==> src/rtl/id_pkg.sv <==
// rtl/id_pkg.sv - decode constants, control bundle and select-width helper
package id_pkg;

    localparam logic [5:0] OP_RTYPE = 6'h00;
    localparam logic [5:0] OP_J     = 6'h02;
    localparam logic [5:0] OP_JAL   = 6'h03;
    localparam logic [5:0] OP_BEQ   = 6'h04;
    localparam logic [5:0] OP_BNE   = 6'h05;
    localparam logic [5:0] OP_ADDI  = 6'h08;
    localparam logic [5:0] OP_SLTI  = 6'h0A;
    localparam logic [5:0] OP_ANDI  = 6'h0C;
    localparam logic [5:0] OP_ORI   = 6'h0D;
    localparam logic [5:0] OP_LUI   = 6'h0F;
    localparam logic [5:0] OP_COP0  = 6'h10;
    localparam logic [5:0] OP_LB    = 6'h20;
    localparam logic [5:0] OP_LW    = 6'h23;
    localparam logic [5:0] OP_SB    = 6'h28;
    localparam logic [5:0] OP_SW    = 6'h2B;

    localparam logic [5:0] FN_SLL = 6'h00;
    localparam logic [5:0] FN_SRL = 6'h02;
    localparam logic [5:0] FN_JR  = 6'h08;
    localparam logic [5:0] FN_ADD = 6'h20;
    localparam logic [5:0] FN_SUB = 6'h22;
    localparam logic [5:0] FN_AND = 6'h24;
    localparam logic [5:0] FN_OR  = 6'h25;
    localparam logic [5:0] FN_SLT = 6'h2A;

    // rs field value that selects "move to coprocessor 0" under OP_COP0
    localparam logic [4:0] COP0_MT = 5'h04;

    typedef enum logic [3:0] {
        ALU_ADD = 4'd0,
        ALU_SUB = 4'd1,
        ALU_AND = 4'd2,
        ALU_OR  = 4'd3,
        ALU_SLT = 4'd4,
        ALU_SLL = 4'd5,
        ALU_SRL = 4'd6,
        ALU_LUI = 4'd7
    } alu_op_e;

    typedef enum logic [1:0] {
        MEM_BYTE = 2'd0,
        MEM_HALF = 2'd1,
        MEM_WORD = 2'd2
    } mem_size_e;

    typedef struct packed {
        alu_op_e   alu_op;
        logic      alu_src_imm;
        logic      is_link;
        logic      is_jump;
        logic      is_branch;
        logic      branch_ne;
        logic      mem_read;
        logic      mem_write;
        mem_size_e mem_size;
        logic      mem_to_reg;
        logic      reg_write;
        logic      c0_write;
        logic      illegal;
    } ctrl_t;

    function automatic int sel_width(input int nfwd);
        return $clog2(nfwd + 1);
    endfunction

endpackage

==> src/rtl/regfile_2r1w.sv <==
// rtl/regfile_2r1w.sv - two async read ports, one sync write port, write-through
module regfile_2r1w #(
    parameter int XLEN   = 32,
    parameter int REG_AW = 5
) (
    input  logic              clk,
    input  logic              we,
    input  logic [REG_AW-1:0] wa,
    input  logic [XLEN-1:0]   wd,
    input  logic [REG_AW-1:0] ra_s,
    input  logic [REG_AW-1:0] ra_t,
    output logic [XLEN-1:0]   rd_s,
    output logic [XLEN-1:0]   rd_t
);

    logic [XLEN-1:0] mem [2**REG_AW];

    always_ff @(posedge clk) begin
        if (we && wa != '0) begin
            mem[wa] <= wd;
        end
    end

    // Index 0 is hardwired to zero; a pending write to the read index is bypassed
    assign rd_s = (ra_s == '0) ? '0 : ((we && wa == ra_s) ? wd : mem[ra_s]);
    assign rd_t = (ra_t == '0) ? '0 : ((we && wa == ra_t) ? wd : mem[ra_t]);

endmodule

==> src/rtl/decode_unit.sv <==
// rtl/decode_unit.sv - instruction decode stage with operand forwarding and load-use stall
module decode_unit
    import id_pkg::*;
#(
    parameter int  XLEN   = 32,
    parameter int  NFWD   = 3,
    parameter int  REG_AW = 5,
    localparam int SW     = sel_width(NFWD)
) (
    input  logic               clk,
    input  logic               reset,
    input  logic               we,
    input  logic               flush,
    input  logic               in_valid,
    input  logic [31:0]        instruction,
    input  logic [XLEN-1:0]    pc_next,
    output logic [REG_AW-1:0]  rs_probe,
    output logic [REG_AW-1:0]  rt_probe,
    input  logic [SW-1:0]      ctrl_rs,
    input  logic [SW-1:0]      ctrl_rt,
    input  logic [NFWD*XLEN-1:0] fwd_data,
    input  logic               wb_we,
    input  logic [REG_AW-1:0]  wb_reg,
    input  logic [XLEN-1:0]    wb_data,
    input  logic               ex_mem_read,
    input  logic [REG_AW-1:0]  ex_reg_t,
    output logic               stall_req,
    output logic               out_valid,
    output logic [3:0]         alu_op,
    output logic               alu_src_imm,
    output logic               is_link,
    output logic               is_jump,
    output logic               is_branch,
    output logic               branch_ne,
    output logic               mem_read,
    output logic               mem_write,
    output logic [1:0]         mem_size,
    output logic               mem_to_reg,
    output logic               reg_write,
    output logic               c0_write,
    output logic               illegal,
    output logic [REG_AW-1:0]  reg_d,
    output logic [XLEN-1:0]    data_s,
    output logic [XLEN-1:0]    data_t,
    output logic [XLEN-1:0]    imm,
    output logic [XLEN-1:0]    pc_jump,
    output logic [XLEN-1:0]    pc_next_out
);

    logic [5:0]        opcode;
    logic [5:0]        funct;
    logic [4:0]        rs_f;
    logic [REG_AW-1:0] rd_idx;
    logic [XLEN-1:0]   rf_s, rf_t;
    logic [XLEN-1:0]   sel_s, sel_t;
    logic [XLEN-1:0]   imm_ext;
    logic [XLEN-1:0]   pc_jump_d;
    logic [REG_AW-1:0] dst;
    logic              legal;
    logic              rt_used;
    logic              load_ok;
    ctrl_t             dec;
    ctrl_t             bubble;
    ctrl_t             ctrl_q;

    assign opcode   = instruction[31:26];
    assign funct    = instruction[5:0];
    assign rs_f     = instruction[25:21];
    assign rs_probe = REG_AW'(instruction[25:21]);
    assign rt_probe = REG_AW'(instruction[20:16]);
    assign rd_idx   = REG_AW'(instruction[15:11]);

    regfile_2r1w #(
        .XLEN   (XLEN),
        .REG_AW (REG_AW)
    ) u_rf (
        .clk  (clk),
        .we   (wb_we),
        .wa   (wb_reg),
        .wd   (wb_data),
        .ra_s (rs_probe),
        .ra_t (rt_probe),
        .rd_s (rf_s),
        .rd_t (rf_t)
    );

    // Selects outside 1..NFWD fall back to the register file; r0 stays zero even if forwarded
    always_comb begin
        sel_s = rf_s;
        sel_t = rf_t;
        for (int k = 1; k <= NFWD; k++) begin
            if (ctrl_rs == SW'(k)) sel_s = fwd_data[(k-1)*XLEN +: XLEN];
            if (ctrl_rt == SW'(k)) sel_t = fwd_data[(k-1)*XLEN +: XLEN];
        end
        if (rs_probe == '0) sel_s = '0;
        if (rt_probe == '0) sel_t = '0;
    end

    always_comb begin
        dec     = '0;
        legal   = 1'b1;
        rt_used = 1'b0;
        dst     = rt_probe;
        case (opcode)
            OP_RTYPE: begin
                dst           = rd_idx;
                rt_used       = 1'b1;
                dec.reg_write = 1'b1;
                case (funct)
                    FN_ADD: dec.alu_op = ALU_ADD;
                    FN_SUB: dec.alu_op = ALU_SUB;
                    FN_AND: dec.alu_op = ALU_AND;
                    FN_OR:  dec.alu_op = ALU_OR;
                    FN_SLT: dec.alu_op = ALU_SLT;
                    FN_SLL: dec.alu_op = ALU_SLL;
                    FN_SRL: dec.alu_op = ALU_SRL;
                    FN_JR: begin
                        dec.is_jump   = 1'b1;
                        dec.reg_write = 1'b0;
                        rt_used       = 1'b0;
                    end
                    default: legal = 1'b0;
                endcase
            end
            OP_ADDI, OP_ANDI, OP_ORI, OP_SLTI, OP_LUI: begin
                dec.alu_src_imm = 1'b1;
                dec.reg_write   = 1'b1;
                case (opcode)
                    OP_ANDI: dec.alu_op = ALU_AND;
                    OP_ORI:  dec.alu_op = ALU_OR;
                    OP_SLTI: dec.alu_op = ALU_SLT;
                    OP_LUI:  dec.alu_op = ALU_LUI;
                    default: dec.alu_op = ALU_ADD;
                endcase
            end
            OP_LW, OP_LB: begin
                dec.alu_src_imm = 1'b1;
                dec.mem_read    = 1'b1;
                dec.mem_to_reg  = 1'b1;
                dec.reg_write   = 1'b1;
                dec.mem_size    = (opcode == OP_LW) ? MEM_WORD : MEM_BYTE;
            end
            OP_SW, OP_SB: begin
                rt_used         = 1'b1;
                dec.alu_src_imm = 1'b1;
                dec.mem_write   = 1'b1;
                dec.mem_size    = (opcode == OP_SW) ? MEM_WORD : MEM_BYTE;
            end
            OP_BEQ, OP_BNE: begin
                rt_used       = 1'b1;
                dec.alu_op    = ALU_SUB;
                dec.is_branch = 1'b1;
                dec.branch_ne = (opcode == OP_BNE);
            end
            OP_J: dec.is_jump = 1'b1;
            OP_JAL: begin
                dec.is_jump   = 1'b1;
                dec.is_link   = 1'b1;
                dec.reg_write = 1'b1;
                dst           = REG_AW'(31);
            end
            OP_COP0: begin
                if (rs_f == COP0_MT) begin
                    rt_used      = 1'b1;
                    dec.c0_write = 1'b1;
                    dst          = rd_idx;
                end else begin
                    legal = 1'b0;
                end
            end
            default: legal = 1'b0;
        endcase
    end

    always_comb begin
        imm_ext = {{(XLEN-16){instruction[15]}}, instruction[15:0]};
        if (opcode == OP_ANDI || opcode == OP_ORI) begin
            imm_ext = {{(XLEN-16){1'b0}}, instruction[15:0]};
        end
        pc_jump_d = '0;
        if (opcode == OP_J || opcode == OP_JAL) begin
            pc_jump_d = {pc_next[XLEN-1:28], instruction[25:0], 2'b00};
        end else if (opcode == OP_BEQ || opcode == OP_BNE) begin
            pc_jump_d = pc_next + (imm_ext << 2);
        end else if (opcode == OP_RTYPE && funct == FN_JR) begin
            pc_jump_d = sel_s;
        end
    end

    assign stall_req = in_valid & ex_mem_read & (ex_reg_t != '0) &
                       ((ex_reg_t == rs_probe) | (rt_used & (ex_reg_t == rt_probe)));

    assign load_ok = in_valid & ~stall_req & legal;

    // A bubble only reports illegal when it replaced a real, unstalled instruction
    always_comb begin
        bubble         = '0;
        bubble.illegal = in_valid & ~stall_req & ~legal;
    end

    always_ff @(posedge clk) begin
        if (reset || flush) begin
            out_valid   <= 1'b0;
            ctrl_q      <= '0;
            reg_d       <= '0;
            data_s      <= '0;
            data_t      <= '0;
            imm         <= '0;
            pc_jump     <= '0;
            pc_next_out <= '0;
        end else if (we) begin
            out_valid   <= load_ok;
            ctrl_q      <= load_ok ? dec : bubble;
            reg_d       <= load_ok ? dst : '0;
            data_s      <= load_ok ? sel_s : '0;
            data_t      <= load_ok ? sel_t : '0;
            imm         <= load_ok ? imm_ext : '0;
            pc_jump     <= load_ok ? pc_jump_d : '0;
            pc_next_out <= load_ok ? pc_next : '0;
        end
    end

    assign alu_op      = ctrl_q.alu_op;
    assign alu_src_imm = ctrl_q.alu_src_imm;
    assign is_link     = ctrl_q.is_link;
    assign is_jump     = ctrl_q.is_jump;
    assign is_branch   = ctrl_q.is_branch;
    assign branch_ne   = ctrl_q.branch_ne;
    assign mem_read    = ctrl_q.mem_read;
    assign mem_write   = ctrl_q.mem_write;
    assign mem_size    = ctrl_q.mem_size;
    assign mem_to_reg  = ctrl_q.mem_to_reg;
    assign reg_write   = ctrl_q.reg_write;
    assign c0_write    = ctrl_q.c0_write;
    assign illegal     = ctrl_q.illegal;

endmodule
==> config.mk <==
export PLATFORM = sky130hd
export DESIGN_NAME = decode_unit
export DESIGN_NICKNAME = d
export VERILOG_FILES = /design/src/rtl/id_pkg.sv /design/src/rtl/regfile_2r1w.sv /design/src/rtl/decode_unit.sv
export SDC_FILE = /design/constraint.sdc
export NUM_CORES = 2
export LEC_CHECK = 0
export ABC_AREA = 1
export CAP_MARGIN = 20
export CORE_ASPECT_RATIO = 1.5
export CORE_MARGIN = 2
export CORE_UTILIZATION = 40
export DETAILED_ROUTE_END_ITERATION = 10
export PLACE_DENSITY_LB_ADDON = 0.08
export REMOVE_ABC_BUFFERS = 1
export SETUP_SLACK_MARGIN = 0.5
export SLEW_MARGIN = 15
export SYNTH_ARGS = -nofsm -noshare
export SYNTH_HDL_FRONTEND = slang
export SYNTH_SLANG_ARGS = --single-unit
export TNS_END_PERCENT = 100
==> constraint.sdc <==
create_clock -name clk -period 3.8 [get_ports clk]
set_input_delay 0.57 -clock clk [delete_from_list [all_inputs] [get_ports clk]]
set_output_delay 0.57 -clock clk [all_outputs]
set_load 0.005 [all_outputs]
==> flow_summary_export.csv <==
group,metric,value,unit
run,maxCapViolations,0,
detailed_routing,met2_length,135000,um
setup_path,critPathKind,"in -> out",
detailed_routing,antenna_left,0,
detailed_routing,detailedRoute.firstPassIterationCount,6,
detailed_routing,routed_wirelength,293000,um
synth,yosysCellCount,7241,
detailed_routing,route.layer.met1.wl,107000,um
final_timing,finalCriticalPeriod,3200,ps
final_timing,maxSlewHeadroom,40.6,%
hold_path,type_of_the_most_critical_hold_path,"in -> reg",
synth,postSynthSeqShare,54.5,%
setup_path,worst-endpoint-arrival,2630,ps
run_status,run_status,"finished clean",
final_timing,rsz0062_at_grt,"no",
clock_tree,cts_tree,"built",
finish,layout_buffering_overhead_excluding_clock_cells,10.6,%
global_routing,gr_met2_demand_resource,58.1,%
detailed_routing,drt-wirelength-per-cell,30.0,um
clock_tree,max-clock-path-buffers,3,
detailed_routing,top_layer,"met5",
setup_path,cp_common_cell,"clkdlybuf4s50_1",
setup_path,crit_path_max_fanout,4,
setup_path,timing.critical_path.cells,"clkdlybuf4s50_1 > buf_4 > inv_1 > nor2_1 > nand3_1 > nand4_1 > nand2_1 > nand2_2 > nand2_4 > inv_2 > clkdlybuf4s50_1",
global_routing,use_met1,42.4,%
finish,layoutNonFillerInstCount,9750,
final_timing,fin_crit_sh,84.1,%
synth,yosys.area.top_type_share,49.2,%
power,power_top_consumer,"registers",
finish,final.signal_inverter_count,644,
global_routing,via_count_of_the_first_global_routing_pass,55600,
finish,layout_top_cell_excl_fill_tap,"nand2_1",
final_timing,slew_viol_final,0,
setup_path,timing.critical_path.depth,11,
detailed_routing,vias_per_cell,6.05,
power,power.share.sequential,46.8,%
clock_tree,clkSlewWorstSetupHoldPaths,70,ps
floorplan,tapCellCount,2058,
setup_path,timing.critical_path.to_type,"output pin",
global_routing,grt_overflow_total,0,
setup_path,cpMaxStageDelayCell,"clkdlybuf4s50_1",
logic make-up after synthesis:
group,share of synthesized area (%)
flops,54.5
fa+ha+maj,0.352
simple gates,18.2
xor+xnor,0.0841
other cells,0.00600
compound gates,18.5
buf+inv,8.38
Yosys cell counts, types with 6 or more instances:
cell,count
edfxtp_1,1024
a21oi_1,731
o21ai_0,815
a221oi_1,14
o221ai_1,6
buf_4,50
or2_2,8
dfxtp_1,165
nor3_1,14
buf_2,160
nor2_1,535
inv_2,16
buf_6,35
o21ai_1,123
ha_1,16
nand3_1,677
o211ai_1,257
nand2_1,1378
inv_1,624
a21oi_2,6
nand4_1,77
a41oi_1,10
a22o_1,6
buf_1,55
o22ai_1,119
clkbuf_1,262
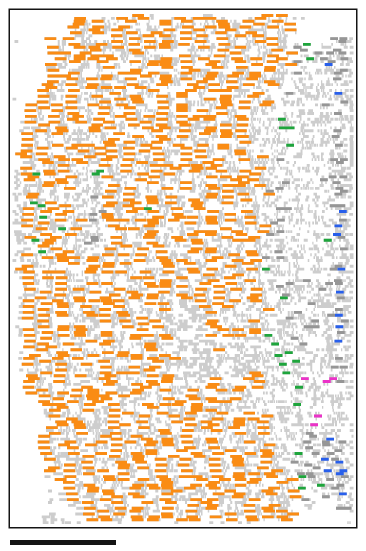
*Sequential cells coloured by netlist name*
Scale bar: 100 um. Other sequential cells in the stronger grey, the rest of the logic in the fainter grey.
| netlist name | colour | flops |
|---|---|---|
| data_t | green | 32 |
| reg_d | magenta | 5 |
| u_rf.mem | orange | 1,024 |
| imm | blue | 17 |
not coloured: 111
area used by sequential logic in the layout: 34,100 um2
share of cell area taken by flip-flops and latches: 45.7%
power drawn by the sequential cells: 14.4 mW
final design utilization: 48.1%

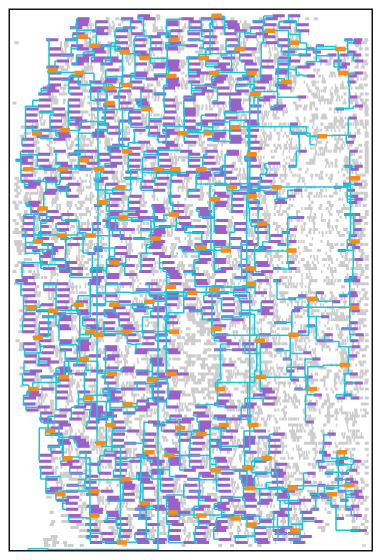
*Routed clock nets over the placement*
[clock-net drivers] orange | count: 119
[flip-flops] purple | count: 1,189
[clock wires] cyan | length: 16,200 um
flops lie: all over the die
routed clock nets: 120
clock tree skew after final layout: 32.3 ps
clock group total power: 12.2 mW
clk latency late pin: 780 ps
relative contribution of the clock network to total power: 39.6%

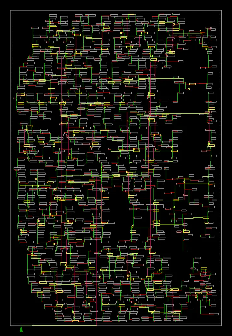
*Clock nets*
total number of sequential cells: 1,189
CTS buffer count: 119
CTS sink cnt: 1,189
number of clock buffers in the layout: 143

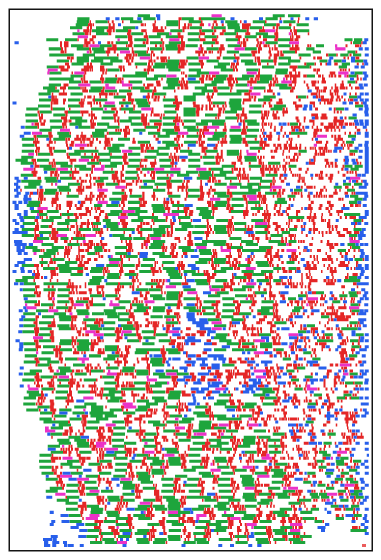
*Cell classes on the final placement*
| class | colour | cells | share of their area |
|---|---|---|---|
| remaining buffers and delay cells | blue | 754 | 11% |
| remaining logic cells | red | 5,520 | 36% |
| clock drivers and dummy loads | magenta | 219 | 5.4% |
| registers | green | 1,189 | 47% |
post-route cell area: 74,600 um2
floorplan row count: 177
standard cell core area: 155,000 um2

Power is estimated from default activity; no workload was simulated.
